<file path="config.mk">
export PLATFORM = sky130hd
export DESIGN_NAME = serial_subtractor_flat
export DESIGN_NICKNAME = d
export VERILOG_FILES = /design/src/rtl/serial_subtractor_if.sv /design/src/rtl/serial_subtractor.sv /design/src/flat_wrapper.sv
export SDC_FILE = /design/constraint.sdc
export NUM_CORES = 1
export LEC_CHECK = 0
export ABC_AREA = 1
export CAP_MARGIN = 5
export CORE_ASPECT_RATIO = 1.1
export CORE_UTILIZATION = 43
export DETAILED_ROUTE_END_ITERATION = 6
export GPL_ROUTABILITY_DRIVEN = 0
export PLACE_DENSITY = 0.69
export SYNTH_ARGS = -nofsm -noshare
export SYNTH_HDL_FRONTEND = slang
export SYNTH_SLANG_ARGS = --single-unit
</file>
<file path="constraint.sdc">
create_clock -name clk -period 1 [get_ports clk]
set_input_delay 0.1 -clock clk [delete_from_list [all_inputs] [get_ports clk]]
set_output_delay 0.1 -clock clk [all_outputs]
set_load 0.01 [all_outputs]
</file>
<file path="src/rtl/serial_subtractor_if.sv">
// serial_subtractor_if: start/busy/done handshake bundle for serial_subtractor
// Overflow is carried only when SERSUB_OVF_EN is defined
interface serial_subtractor_if #(parameter int WIDTH = 8);
   logic start, bin, borrow, busy, done;
   logic [WIDTH-1:0] a, b, diff;
`ifdef SERSUB_OVF_EN
   logic overflow;
   modport master (output start, a, b, bin, input diff, borrow, busy, done, overflow);
   modport slave (input start, a, b, bin, output diff, borrow, busy, done, overflow);
`else
   modport master (output start, a, b, bin, input diff, borrow, busy, done);
   modport slave (input start, a, b, bin, output diff, borrow, busy, done);
`endif
endinterface

</file>
<file path="src/rtl/serial_subtractor.sv">
// serial_subtractor: bit-serial A - B - Bin, LSB first, one registered borrow
// SERSUB_OVF_EN adds a signed-overflow flag built from the captured operand MSBs
module serial_subtractor #(parameter int WIDTH = 8) (
   input logic clk,
   input logic rst,
   serial_subtractor_if.slave s
);
   localparam int CW = $clog2(WIDTH);
   typedef enum logic [1:0] {IDLE, SHIFT, DONE} state_t;
   state_t state;
   logic [WIDTH-1:0] a_sh, b_sh, res;
   logic [CW-1:0] cnt;
   logic br, d, br_nx;
`ifdef SERSUB_OVF_EN
   logic a_msb, b_msb;
`endif
   assign d = a_sh[0] ^ b_sh[0] ^ br;
   assign br_nx = (~a_sh[0] & b_sh[0]) | (~(a_sh[0] ^ b_sh[0]) & br);
   always_ff @(posedge clk or posedge rst) begin
      if (rst) begin
         state <= IDLE;
         a_sh <= '0;
         b_sh <= '0;
         res <= '0;
         cnt <= '0;
         br <= 1'b0;
         s.diff <= '0;
         s.borrow <= 1'b0;
         s.busy <= 1'b0;
         s.done <= 1'b0;
`ifdef SERSUB_OVF_EN
         a_msb <= 1'b0;
         b_msb <= 1'b0;
         s.overflow <= 1'b0;
`endif
      end else begin
         // done lands in the IDLE cycle after DONE, so a new Start can follow it directly
         s.done <= state == DONE;
         case (state)
            IDLE: if (s.start) begin
               a_sh <= s.a;
               b_sh <= s.b;
               br <= s.bin;
               cnt <= '0;
               s.busy <= 1'b1;
               state <= SHIFT;
`ifdef SERSUB_OVF_EN
               a_msb <= s.a[WIDTH-1];
               b_msb <= s.b[WIDTH-1];
`endif
            end
            SHIFT: begin
               res <= {d, res[WIDTH-1:1]};
               a_sh <= a_sh >> 1;
               b_sh <= b_sh >> 1;
               br <= br_nx;
               cnt <= cnt + 1'b1;
               if (cnt == CW'(WIDTH - 1)) state <= DONE;
            end
            DONE: begin
               s.diff <= res;
               s.borrow <= br;
               s.busy <= 1'b0;
               state <= IDLE;
`ifdef SERSUB_OVF_EN
               s.overflow <= (a_msb != b_msb) && (res[WIDTH-1] != a_msb);
`endif
            end
            default: state <= IDLE;
         endcase
      end
   end
endmodule

</file>
<file path="src/flat_wrapper.sv">
// flat-port wrapper written by rule: the top's interface ports become plain ports
module serial_subtractor_flat 
#(parameter int WIDTH = 8)
  (clk, rst, s_start, s_a, s_b, s_bin, s_diff, s_borrow, s_busy, s_done);
  serial_subtractor_if #(.WIDTH(WIDTH)) s_i ();
  input logic clk;
  input logic rst;
  input wire logic [$bits(s_i.start)-1:0] s_start;
  input wire logic [$bits(s_i.a)-1:0] s_a;
  input wire logic [$bits(s_i.b)-1:0] s_b;
  input wire logic [$bits(s_i.bin)-1:0] s_bin;
  output wire logic [$bits(s_i.diff)-1:0] s_diff;
  output wire logic [$bits(s_i.borrow)-1:0] s_borrow;
  output wire logic [$bits(s_i.busy)-1:0] s_busy;
  output wire logic [$bits(s_i.done)-1:0] s_done;
  assign s_i.start = s_start;
  assign s_i.a = s_a;
  assign s_i.b = s_b;
  assign s_i.bin = s_bin;
  assign s_diff = s_i.diff;
  assign s_borrow = s_i.borrow;
  assign s_busy = s_i.busy;
  assign s_done = s_i.done;
  serial_subtractor #(.WIDTH(WIDTH)) u_core (.clk(clk), .rst(rst), .s(s_i));
endmodule
</file>
==> flow_summary.ini, run 1 <==
; generated from flow reports
[outcome]
outcome = finished with violations
violations = setup timing

[synthesis]
avgSynthCellArea_um2 = 8.46
synthFlopType = dfrtp_1
synth_top_cell_by_area = dfrtp_1
synthMuxAreaShare_pct = 0
top_cell_area_share_pct = 52.5
synth.logic.top_family = simple AND/OR/NAND/NOR gates
ys_seq_share_pct = 52.5
ys_area_um2 = 1950
yosys.area_share.simple_pct = 26.5
topCellsByArea = dfrtp_1 53%, nand3_1 12%, nand2_1 11%
synth_area_um2 = 1950
postSynthCellCount = 231
ys_cells = 231
top_cell = nand2_1
ys.warnings.count = 0
xor_area_share_pct = 0
postSynth.asyncResetShare_pct = 100
common_cells = 57 x nand2_1, 47 x nand3_1, 42 x inv_1, 41 x dfrtp_1, 17 x o21ai_0

[global_route]
grt_util_met3_pct = 5.47
antenna_found_initial = 0
grt_pass1_vias = 1665
grt_first_pass_wirelength_um = 7160
grtUsageMet2_pct = 34.5
grt.busiest_layer = met2
met1_usage_pct = 23.7

[final_timing]
slew_headroom_pct = 85.1
setup_violations = 41
tns_ns = -4.75
tightest_slew_ns = 0.223
max_freq_ghz = 0.850
finalHoldViolCount = 0
finalCritPeriodShare_pct = 118
worst_slack_ns = -0.176
finalClockSkew_ns = 0.00937
rsz0062_at_grt = yes
period_minus_slack_ns = 1.18
whs_ns = 0.207
slew_violations = 0

[final_layout]
num-multi-input-gates = 135
nets = 311
num-nonclk-inverters = 45
buf_share_pct = 20.0
postLayoutCoreUtil_pct = 67.4
fill_cells = 356
drive_gt1_share_pct = 39.8
diodes = 0
seq_area_um2 = 1030
mostFrequentLayoutCells = 40 x inv_1, 40 x nand2_1, 40 x dfrtp_1
seq_cell_count = 41
finalInstanceArea_um2 = 2910
clk_share_pct = 2.97
logic_area_um2 = 960

[worst_setup_path]
cp_cell_sequence = inv_2 > fa_2 > nand2_2 > o21ai_2
max_stage_delay_ns = 0.57
cp_num_buf_inv = 1
r2r_cells = 4
slowest_stage = fa_2
criticalPathCategory = reg2reg
rr_startpoint = u_core.br
cp.arrival_ns = 1.40
endpoint_kind = flip-flop
endpoint = u_core.res[7]
r2r-end = u_core.res[7]
path_max_fanout = 2
crit_start = u_core.br
r2r_setup_slack_ns = -0.18

[floorplanning]
die_x_um = 66.3
core_region_area_um2 = 4320
chip_area_um2 = 4820
die_h_um = 72.7
n_tap_cell = 54
ioPinCount = 31

[clocking]
root_buffer = clkbuf_8
cts_tree = yes
postCtsSetupBuffers = 7
cts_resized = 89
clock_tree.htree_level_count = 2
holdBufCountCts = 0

[pwr]
p_leak_nw = 1.51
seq-power_w = 0.00283
ir_drop_mv = 1.42
p_int_w = 0.00498
switchingPower_w = 0.00344
p_per_area_nw_per_um2 = 2890
top_power_group = combinational cells
sw_frac_of_total_pct = 40.9
finalPower_w = 0.00841
combPwrFrac_pct = 53.5

[placed_design]
dp_worst_setup_slack_ns = -0.201
io_buffers = 30
dp.final_hpwl_um = 2500

[worst_hold_path]
hp-class = in2async

[routing]
top_layer_used = met4
drt_iter0_markers = 108
drt-met1-wl_um = 2010
firstDrtPassIters = 4
wl_met2_um = 2320
avgViaCountPerCell = 4.92
dr_wl_met3_um = 149

[flow_run]
drv_cap = 0
warning_count = 29
Figure 1. Gate families picked out (run 1).
(4 px per µm)
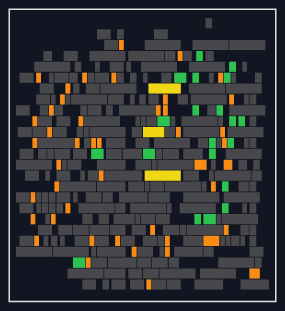
| colour | family | cells |
|---|---|---|
| orange | inv cells | 45 |
| yellow | fa/ha/maj cells | 3 |
| green | aoi and oai cells | 20 |
post-route insts no fill: 343
multi-input gate share of the layout cell area: 33.0%

Figure 2. Wiring by layer (run 1).
(4 px per µm)
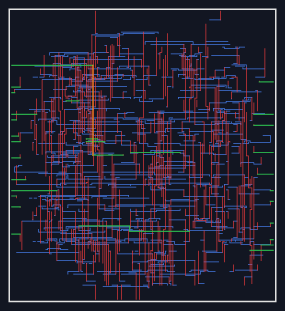
| colour | layer | wire length |
|---|---|---|
| orange | M4 | 22.4 µm |
| red | M2 | 2,320 µm |
| green | M3 | 149 µm |
| blue | M1 | 2,010 µm |
total track usage: 19.7%
DR vias: 1,686
Post-Route WL: 4510 µm
Avg WL per Cell: 13.1 µm

Figure 3. Clock wiring as the flow saved it (run 1).
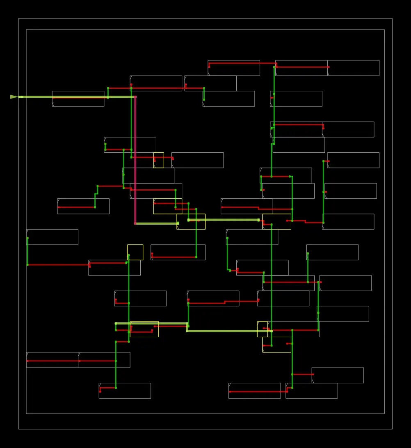
Latency at later pin: 0.30 ns
clk pwr: 0.00108 W
CTS Buf Count: 5
# clk buffers: 5
CTS Sinks: 41

--- run 2 (diff from run 1) ---
- CORE_UTILIZATION: 43 -> 55
- PLACE_DENSITY: 0.69 -> 0.82
- clock period: 1 -> 1.5 ns (I/O delays scaled with it)
Figure 4. Wiring by layer (run 2).
(6 px per µm)
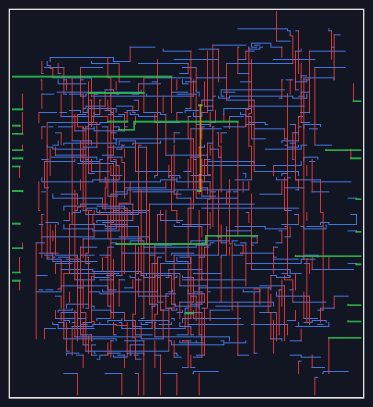
| colour | layer | wire length |
|---|---|---|
| blue | M1 | 1,580 µm |
| red | M2 | 1,700 µm |
| green | M3 | 133 µm |
| orange | M4 | 14.3 µm |

==> run 2 against run 1 <==
  * The run now ends clean
  * Register-to-register slack better by 0.33 ns
  * Hold slack worse by 0.070 ns
  * Clock skew about the same
  * Utilization up 3.3 points
  * Via count down 9.6%
  * Design area down 18%
  * Cell count down 9.3%
  * Routed wire length down 24%
  * Synthesized cell count unchanged
  * Combinational power down 58%
==> flow_summary.ini, run 2 <==
; generated from flow reports
[worst_setup_path]
r2r_setup_slack_ns = 0.15
crit_start = u_core.s.borrow
path_max_fanout = 2
endpoint_kind = primary output
r2r_cells = 5
cp.arrival_ns = 1.25
slowest_stage = clkdlybuf4s50_1
cp_num_buf_inv = 1
endpoint = s_borrow

[clocking]
cts.sink_count = 41
clk_latency_ns = 0.34
clock_tree.htree_level_count = 2
postCtsSetupBuffers = 0
cts_resized = 0
root_buffer = clkbuf_4
holdBufCountCts = 0

[pwr]
top_power_group = combinational cells
combPwrFrac_pct = 41.8
finalPower_w = 0.00448
seq-power_w = 0.00186
p_clk_w = 0.000750
sw_frac_of_total_pct = 37.8
p_leak_nw = 1.25
p_per_area_nw_per_um2 = 1880
switchingPower_w = 0.00169

[final_layout]
buf_share_pct = 15.3
final_cell_count_no_fill = 311
num-multi-input-gates = 135
logic_area_um2 = 671
seq_cell_count = 41
drive_gt1_share_pct = 7.98
nets = 285
num-nonclk-inverters = 44
finalInstanceArea_um2 = 2380
seq_area_um2 = 1030
fill_cells = 270
postLayoutCoreUtil_pct = 70.8

[final_timing]
slew_violations = 0
whs_ns = 0.137
worst_slack_ns = 0.0977
slew_headroom_pct = 74.1
max_freq_ghz = 0.713
period_minus_slack_ns = 1.40
tightest_slew_ns = 0.388
finalCritPeriodShare_pct = 93.5
rsz0062_at_grt = no
setup_violations = 0

[synthesis]
postSynthCellCount = 231
ys_area_um2 = 1950
postSynth.asyncResetShare_pct = 100
synth_area_um2 = 1950
xor_area_share_pct = 0
ys.warnings.count = 0
avgSynthCellArea_um2 = 8.46
yosys.area_share.simple_pct = 26.5
ys_cells = 231
common_cells = 57 x nand2_1, 47 x nand3_1, 42 x inv_1, 41 x dfrtp_1, 17 x o21ai_0
synthFlopType = dfrtp_1
top_cell = nand2_1
synthMuxAreaShare_pct = 0
synth_top_cell_by_area = dfrtp_1
ys_seq_share_pct = 52.5

[global_route]
grt_util_met3_pct = 5.59
grt_first_pass_wirelength_um = 6090
antenna_found_initial = 0
grt_usage_pct = 21.0
met1_usage_pct = 26.5
grt.busiest_layer = met2
grt_pass1_vias = 1464

[outcome]
outcome = finished clean

[routing]
wl_met2_um = 1700
drt-met1-wl_um = 1580
avgRoutedWirePerCell_um = 11.0
firstDrtPassIters = 4
dr_wl_met3_um = 132
routed_wirelength_um = 3430
top_layer_used = met4
vias = 1524

[floorplanning]
die_x_um = 58.8
ioPinCount = 31
core_region_area_um2 = 3360
die_h_um = 64.5
n_tap_cell = 48

[placed_design]
io_buffers = 30
dp_worst_setup_slack_ns = 0.181

[flow_run]
warning_count = 26
drv_cap = 0
Figure 5. Gate families picked out (run 2).
(6 px per µm)
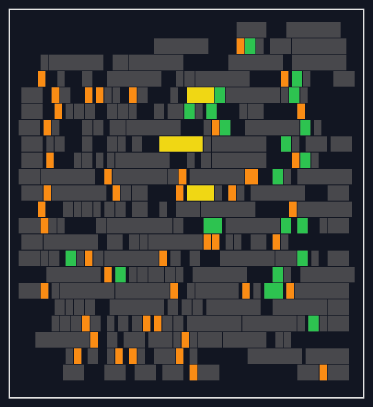
| colour | family | cells |
|---|---|---|
| orange | inv cells | 44 |
| green | aoi and oai cells | 20 |
| yellow | fa/ha/maj cells | 3 |
multi-input gate share of the layout cell area: 28.2%
dominant logic cell type in the layout: nand2_1

--- run 3 (diff from run 2) ---
- CAP_MARGIN: 5 -> 20
Figure 6. Wiring by layer (run 3).
(6 px per µm)
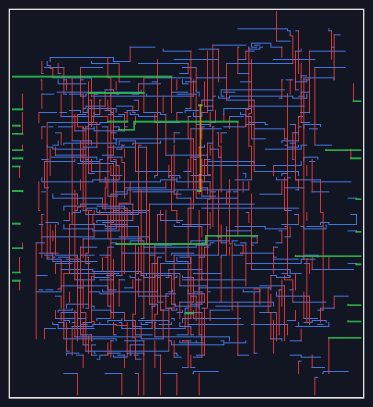
| colour | layer | wire length |
|---|---|---|
| orange | M4 | 14.3 µm |
| blue | M1 | 1,580 µm |
| red | M2 | 1,700 µm |
| green | M3 | 133 µm |

==> run 3 against run 2 <==
  * Hold slack unchanged
  * Non-clock buffer count unchanged
  * Flip-flop count unchanged
  * Combinational power about the same
  * Register-to-register slack about the same
  * Cell count unchanged
==> flow_summary.ini, run 3 <==
; generated from flow reports
[final_layout]
finalInstanceArea_um2 = 2380
seq_area_um2 = 1030
syn2layout_area_growth_pct = 21.7
logic_area_um2 = 671
nets = 285
num-multi-input-gates = 135
fill_cells = 270
final_cell_count_no_fill = 311
postLayoutCoreUtil_pct = 70.8
seq_cell_count = 41
lay_top_count = nand2_1
mostFrequentLayoutCells = 57 x nand2_1, 47 x nand3_1, 42 x inv_1
comb_share_pct = 28.2
buf_share_pct = 15.3
clk_share_pct = 3.74
num-nonclk-inverters = 44
clkbuf_count = 6
drive_gt1_share_pct = 7.98

[synthesis]
synthFlopType = dfrtp_1
topCellsByArea = dfrtp_1 53%, nand3_1 12%, nand2_1 11%
synthMuxAreaShare_pct = 0
synth_area_um2 = 1950
ys_seq_share_pct = 52.5
top_cell_area_share_pct = 52.5
top_cell = nand2_1
ys.warnings.count = 0
postSynthCellCount = 231
yosys.area_share.simple_pct = 26.5
yosys.area_share.aoi_pct = 5.51
synth_top_cell_by_area = dfrtp_1
ys_sh_adder_pct = 2.31
synth.logic.top_family = simple AND/OR/NAND/NOR gates
ys_cells = 231
ys_area_um2 = 1950
xor_area_share_pct = 0

[worst_setup_path]
cp.arrival_ns = 1.25
endpoint_kind = primary output
max_stage_delay_ns = 0.54
cp_cell_sequence = clkdlybuf4s50_1
criticalPathCategory = reg2out
r2r-end = u_core.b_sh[6]
endpoint = s_borrow
path_max_fanout = 2
rr_startpoint = u_core.state[0]
r2r_cells = 5
cp_num_buf_inv = 1
crit_start = u_core.s.borrow

[pwr]
p_int_w = 0.00279
combPwrFrac_pct = 41.8
p_leak_nw = 1.25
p_clk_w = 0.000750
seq-power_w = 0.00186
finalPower_w = 0.00448
p_per_area_nw_per_um2 = 1880
sw_frac_of_total_pct = 37.8
top_power_group = combinational cells
ir_drop_mv = 1.05
switchingPower_w = 0.00169

[routing]
drt_iter0_markers = 76
dr_wl_met3_um = 132
wl_met2_um = 1700
drt-met1-wl_um = 1580
firstDrtPassIters = 4
vias = 1524
routed_wirelength_um = 3430
avgViaCountPerCell = 4.90

[flow_run]
warning_count = 26

[clocking]
cts_tree = yes
clock_tree.htree_level_count = 2
cts_resized = 0
cts_made_buffers = 5
clk_latency_ns = 0.34
root_buffer = clkbuf_4
holdBufCountCts = 0
postCtsSetupBuffers = 0
cts.clk_slew.worst_paths_ns = 0.12

[floorplanning]
ioPinCount = 31
core_region_area_um2 = 3360
die_h_um = 64.5
n_tap_cell = 48
die_x_um = 58.8
chip_area_um2 = 3790

[final_timing]
rsz0062_at_grt = no
finalHoldViolCount = 0
max_freq_ghz = 0.713
finalClockSkew_ns = 0.00926
period_minus_slack_ns = 1.40
slew_headroom_pct = 74.1
setup_violations = 0
whs_ns = 0.137
worst_slack_ns = 0.0977
tightest_slew_ns = 0.388
finalCritPeriodShare_pct = 93.5
slew_violations = 0

[global_route]
antenna_found_initial = 0
grt_util_met3_pct = 5.59
grt.busiest_layer = met2
grt_first_pass_wirelength_um = 6090
grt_pass1_vias = 1464
grt_usage_pct = 21.0

[placed_design]
io_buffers = 30
dp.final_hpwl_um = 2280
dp_worst_setup_slack_ns = 0.181

[worst_hold_path]
hp-class = in2async

[outcome]
outcome = finished clean
Figure 7. Register map, names as in the netlist (run 3).
(4 px per µm) Other sequential cells in the stronger grey, the rest of the logic in the fainter grey.
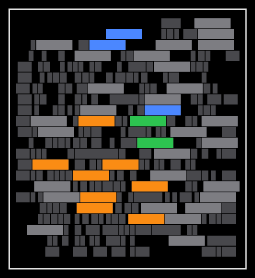
| colour | netlist name | flops |
|---|---|---|
| orange | u_core.b_sh | 8 |
| blue | u_core.cnt | 3 |
| green | u_core.state | 2 |
not coloured: 28


==> gallery <==
Wires at chosen ports, followed through buffers.
picture 1
(6 px per µm)
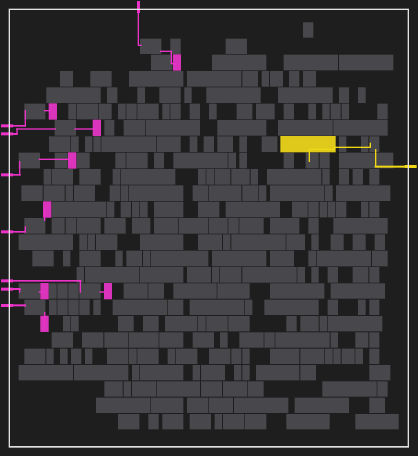
picture 2
(8 px per µm)
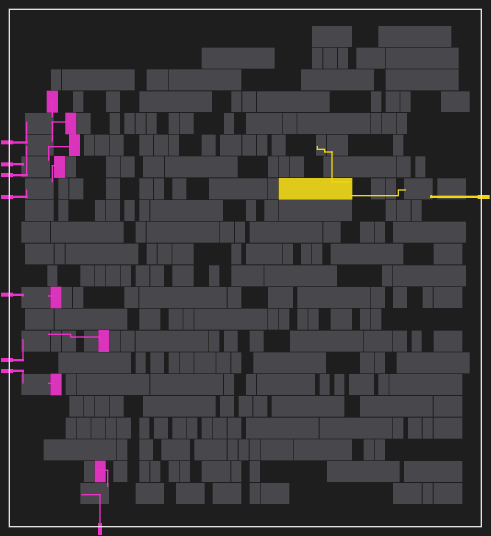
For run 3, see picture 2.
For run 1, see picture 1.

Power and IR drop assume default switching activity.
